File: config.mk
export PLATFORM = sky130hd
export DESIGN_NAME = intt_stage_scheduler
export DESIGN_NICKNAME = d
export VERILOG_FILES = /design/src/rtl/intt_stage_scheduler_pkg.sv /design/src/rtl/intt_stage_scheduler_delay_line.sv /design/src/rtl/intt_stage_scheduler.sv
export SDC_FILE = /design/constraint.sdc
export NUM_CORES = 1
export LEC_CHECK = 0
export CORE_MARGIN = 2
export CORE_UTILIZATION = 50
export DETAILED_ROUTE_END_ITERATION = 6
export HOLD_SLACK_MARGIN = 0.12
export MAX_ROUTING_LAYER = met4
export PLACE_DENSITY = 0.8
export SYNTH_ARGS = -nofsm -noshare
export SYNTH_HDL_FRONTEND = slang
export SYNTH_HIERARCHICAL = 1
export SYNTH_SLANG_ARGS = --single-unit
File: constraint.sdc
create_clock -name clk -period 11 [get_ports clk]
set_clock_uncertainty 0.2 [all_clocks]
set_input_delay 2.2 -clock clk [delete_from_list [all_inputs] [get_ports clk]]
set_output_delay 2.2 -clock clk [all_outputs]
set_load 0.01 [all_outputs]
File: src/rtl/intt_stage_scheduler_pkg.sv
// Shared types and address arithmetic for the N=16 inverse-NTT stage scheduler.
// Gentleman-Sande ordering: stage s pairs j with j+2^s, twiddle from psi_inv[h+i].
package intt_stage_scheduler_pkg;

  localparam int LOG_N = 4;
  localparam int N     = 1 << LOG_N;
  localparam int Q     = 65537;
  localparam int AW    = LOG_N;
  localparam int SW    = $clog2(LOG_N);
  localparam int KW    = LOG_N - 1;

  typedef enum logic [1:0] {
    S_IDLE,
    S_RUN,
    S_BARRIER,
    S_DONE
  } state_e;

  typedef struct packed {
    logic [AW-1:0] a;
    logic [AW-1:0] b;
    logic [AW-1:0] tw;
  } bf_addr_t;

  typedef struct packed {
    logic          vld;
    logic [AW-1:0] a;
    logic [AW-1:0] b;
  } wb_t;

  function automatic bf_addr_t bf_addr(
    input logic [SW-1:0] s,
    input logic [KW-1:0] k
  );
    logic [AW-1:0] t;
    logic [AW-1:0] i;
    logic [AW-1:0] off;
    logic [AW-1:0] j;
    bf_addr_t      r;
    t     = AW'(1) << s;
    i     = {1'b0, k} >> s;
    off   = {1'b0, k} & (t - AW'(1));
    j     = (i << (int'(s) + 1)) + off;
    r.a   = j;
    r.b   = j + t;
    r.tw  = AW'(N >> (int'(s) + 1)) + i;
    return r;
  endfunction

endpackage

File: src/rtl/intt_stage_scheduler_delay_line.sv
// Stallable shift register carrying valid + write-back addresses to the
// write port; pend_valid flags entries that have not yet reached the output.
module ntt_delay_line #(
  parameter int W     = 9,
  parameter int DEPTH = 3
) (
  input  logic         clk,
  input  logic         rst,
  input  logic         en,
  input  logic [W-1:0] in_d,
  output logic [W-1:0] out_q,
  output logic         pend_valid
);

  logic [W-1:0] pipe_q [DEPTH];
  logic [W-1:0] pipe_d [DEPTH];

  always_comb begin
    for (int i = 0; i < DEPTH; i++) begin
      pipe_d[i] = pipe_q[i];
    end
    if (en) begin
      pipe_d[0] = in_d;
      for (int i = 1; i < DEPTH; i++) begin
        pipe_d[i] = pipe_q[i-1];
      end
    end
  end

  always_ff @(posedge clk or posedge rst) begin
    if (rst) begin
      for (int i = 0; i < DEPTH; i++) begin
        pipe_q[i] <= '0;
      end
    end else begin
      for (int i = 0; i < DEPTH; i++) begin
        pipe_q[i] <= pipe_d[i];
      end
    end
  end

  assign out_q = pipe_q[DEPTH-1];

  // The entry at the output is being written back this cycle, so it
  // no longer blocks the next stage.
  always_comb begin
    pend_valid = 1'b0;
    for (int i = 0; i < DEPTH - 1; i++) begin
      pend_valid = pend_valid | pipe_q[i][W-1];
    end
  end

endmodule

File: src/rtl/intt_stage_scheduler.sv
// Issues one inverse-NTT butterfly per cycle and drains the butterfly
// pipeline between stages so no stage reads a coefficient still in flight.
module intt_stage_scheduler
  import intt_stage_scheduler_pkg::*;
#(
  parameter int LAT = 3
) (
  input  logic          clk,
  input  logic          rst,
  input  logic          start,
  input  logic          stall,
  output logic          busy,
  output logic          done,
  output logic          bf_valid,
  output logic [AW-1:0] rd_addr_a,
  output logic [AW-1:0] rd_addr_b,
  output logic [AW-1:0] tw_addr,
  output logic [SW-1:0] stage,
  output logic          wb_valid,
  output logic [AW-1:0] wr_addr_a,
  output logic [AW-1:0] wr_addr_b
);

  state_e        state_q, state_d;
  logic [SW-1:0] stage_q, stage_d;
  logic [KW-1:0] k_q, k_d;
  logic          busy_q, busy_d;
  logic          done_q, done_d;
  logic          bfv_q, bfv_d;
  bf_addr_t      addr_q, addr_d;

  bf_addr_t      nxt_k;
  bf_addr_t      nxt_s;
  bf_addr_t      first;
  wb_t           dl_in;
  wb_t           dl_out;
  logic          pend;

  assign nxt_k = bf_addr(stage_q, k_q + KW'(1));
  assign nxt_s = bf_addr(stage_q + SW'(1), KW'(0));
  assign first = bf_addr(SW'(0), KW'(0));

  // k_q indexes the butterfly currently held in addr_q/bfv_q.
  always_comb begin
    state_d = state_q;
    stage_d = stage_q;
    k_d     = k_q;
    busy_d  = busy_q;
    done_d  = done_q;
    bfv_d   = bfv_q;
    addr_d  = addr_q;
    unique case (state_q)
      S_IDLE: begin
        if (start) begin
          state_d = S_RUN;
          stage_d = '0;
          k_d     = '0;
          busy_d  = 1'b1;
          bfv_d   = 1'b1;
          addr_d  = first;
        end
      end
      S_RUN: begin
        if (!stall) begin
          if (k_q == KW'(N / 2 - 1)) begin
            state_d = S_BARRIER;
            bfv_d   = 1'b0;
          end else begin
            k_d    = k_q + KW'(1);
            addr_d = nxt_k;
          end
        end
      end
      S_BARRIER: begin
        if (!stall && !pend) begin
          if (stage_q == SW'(LOG_N - 1)) begin
            state_d = S_DONE;
            busy_d  = 1'b0;
            done_d  = 1'b1;
          end else begin
            state_d = S_RUN;
            stage_d = stage_q + SW'(1);
            k_d     = '0;
            bfv_d   = 1'b1;
            addr_d  = nxt_s;
          end
        end
      end
      S_DONE: begin
        if (!stall) begin
          state_d = S_IDLE;
          done_d  = 1'b0;
        end
      end
    endcase
  end

  always_ff @(posedge clk or posedge rst) begin
    if (rst) begin
      state_q <= S_IDLE;
      stage_q <= '0;
      k_q     <= '0;
      busy_q  <= 1'b0;
      done_q  <= 1'b0;
      bfv_q   <= 1'b0;
      addr_q  <= '0;
    end else begin
      state_q <= state_d;
      stage_q <= stage_d;
      k_q     <= k_d;
      busy_q  <= busy_d;
      done_q  <= done_d;
      bfv_q   <= bfv_d;
      addr_q  <= addr_d;
    end
  end

  assign dl_in = {bfv_q, addr_q.a, addr_q.b};

  ntt_delay_line #(
    .W     ($bits(wb_t)),
    .DEPTH (LAT)
  ) u_dl (
    .clk        (clk),
    .rst        (rst),
    .en         (!stall),
    .in_d       (dl_in),
    .out_q      (dl_out),
    .pend_valid (pend)
  );

  assign busy      = busy_q;
  assign done      = done_q;
  assign bf_valid  = bfv_q & ~stall;
  assign rd_addr_a = addr_q.a;
  assign rd_addr_b = addr_q.b;
  assign tw_addr   = addr_q.tw;
  assign stage     = stage_q;
  assign wb_valid  = dl_out.vld & ~stall;
  assign wr_addr_a = dl_out.a;
  assign wr_addr_b = dl_out.b;

endmodule

==> deck_impl_summary.md <==
Flow Results at a Glance

Cells and area
  – Final nets: about 290
  – Fraction of layout cells with a size suffix above 1: about 14%
  – Non-Filler Instances: approximately 340
  – Dominant logic cell type in the layout: dfrtp_1
  – Post-route cell area: around 0.0032 sq mm
  – Ant diodes: 0
  – Top Layout Cells: 49 x dfrtp_1, 29 x clkdlybuf4s50_1, 21 x ha_1
  – Core Util, Final: 57.7%

Critical path
  – Worst setup path class: input pin to primary output
  – Setup crit end kind: primary output
  – Kind of start point of the critical path: input pin
  – Worst EP required: roughly 8.6 ns
  – Maximum fanout along the worst path: 12

Routing
  – DR vias/cell: roughly 5.4
  – Drt drc: 0
  – Drt wl/cell: about 15 um
  – DR top layer: met4
  – Via count: 1816
  – Final WL: 5030 um

Global route
  – Met2 GRT Util: 30.3%
  – Total GRT Usage: between 15 and 20%

Final timing
  – Final Setup Violations: 0
  – Fin Hold WS: 0.305 ns
  – RSZ-0062 raised after global routing: false
  – Setup TNS Final: 0 ns
  – F_max: 0.168 GHz
  – Fin. max-slew vios: 0
  – Worst slew pin tran: roughly 0.97 ns

Clocking
  – Post-CTS Setup Repair Bufs: 0
  – Clk buf depth: 2
  – CTS H-Tree Depth: 2
  – CTS resizes: 0
  – Reg clk slew, reported paths: approximately 0.09 ns
  – CTS tree: built

Flow run
  – Max-Cap Viols: 0

Power and ir drop
  – Peak supply drop: between 0.0001 and 0.00015 V
  – P per Cell Area: around 280 mW/mm^2
  – Pleak: approximately 1.5 nW

Run status
  – Outcome: completed

Synthesis
  – Sequential share of the synthesized area: approximately 44%
  – Yosys warnings: 6
  – Ys cells: 247
  – Post-synth top flop: dfrtp_1
  – Main logic family: multiplexers
  – YS chip area: about 0.0028 sq mm
  – Aoi share: between 10% and 20%
  – Area leader share: approximately 44%
  – Top cells by count, synth: 49 x dfrtp_1, 21 x ha_1, 20 x mux2_4, 20 x nand2_1
  – Yosys xor share: approximately 3.0%
  – Yosys simple share: slightly below 9%
  – Async S/R FF share, synth: 100%
  – Mapped Cells: approximately 250
  – Distinct lib cells: 43
  – Adder share: between 10% and 20%

Die
  – Die y size: 79 um
  – Io pins: 30
  – FP Rows: 27

Worst hold path
  – Worst min-delay path category: register to register

Place
  – IO Port Bufs: 29
  – Placed Instances: roughly 330
  – Detail Placement HPWL: between 3000 and 4000 um
state kept, by name (all words and copies together) (netlist names):
register / flops
state_q: 2
rd_addr_b: 4
busy: 1
u_dl/pipe_q: 18
bfv_q: 1
stage: 2
u_dl/out_q: 9
k_q: 3
rd_addr_a: 4
tw_addr: 4
done: 1
where the power goes:
part | internal, W | switching (W)
Sequential | 0.000246 | 0.0000540
Clock | 0.0000739 | 0.0000618
Combinational | 0.000232 | 0.000221
Total | 0.000552 | 0.000337
area by class of cell:
type | count | area, sq um
inverters | 15 | 56.3
flip-flops and latches | 49 | 1230
fillers | 476 | 2310
clock inverters | 2 | 37.5
repair buffers | 30 | 298
multi-input cells | 162 | 1370
well taps | 72 | 90.1
clock buffers | 6 | 82.6
worst max-delay path: stages:
cell	delay [ns]
clkdlybuf4s50_1	0.60
nor2b_1	0.19
clkdlybuf4s50_1	0.56
cell families (layout without fill, tap and decap cells):
| kind of cell | count (synthesis) | after routing |
|---|---|---|
| AND-OR/OR-AND | 52 | 52 |
| XOR/XNOR | 8 | 8 |
| adder cells (fa/ha/maj) | 23 | 23 |
| buffers and inverters | 36 | 53 |
| flip-flops | 49 | 49 |
| multiplexers | 28 | 28 |
| AND/OR/NAND/NOR | 51 | 51 |
path summary, 6_finish.rpt:
kind,start,to,slack (ns),cells past startpoint
worst min-delay path,k_q[2]$_DFFE_PP0P_,k_q[2]$_DFFE_PP0P_,0.30,2
worst max-delay path,stall,wb_valid,5.04,3
min in group asynchronous,rst,stage[0]$_DFFE_PP0P_,2.19,2
max in group asynchronous,rst,u_dl/out_q[2]$_DFFE_PP0P_,7.76,2
worst max register to register,stage[0]$_DFFE_PP0P_,rd_addr_b[3]$_DFFE_PP0P_,6.80,14
worst min register to register,k_q[2]$_DFFE_PP0P_,k_q[2]$_DFFE_PP0P_,0.30,2
**Clock wiring as the flow saved it**

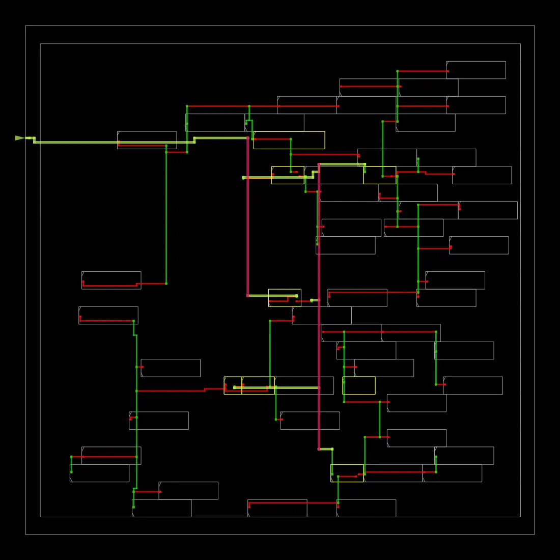
sequential cells: 49
clkbuf count: 6
worst-skew pair later-pin latency: 0.31 ns
Clock group: 0.000136 W
CTS buffer count: 5

**Clock distribution**

Bar = 20 um.
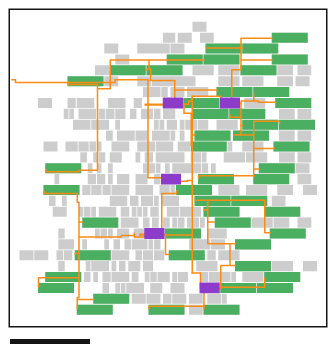
[clock drivers] purple | count: 5
[clock wires] orange | length: 608 um
[flip-flops] green | count: 49
flops lie	all over the die
routed clock nets	6
Clk pwr share: 15.3%

No activity file was given, so power comes from the tool's default toggle rates.
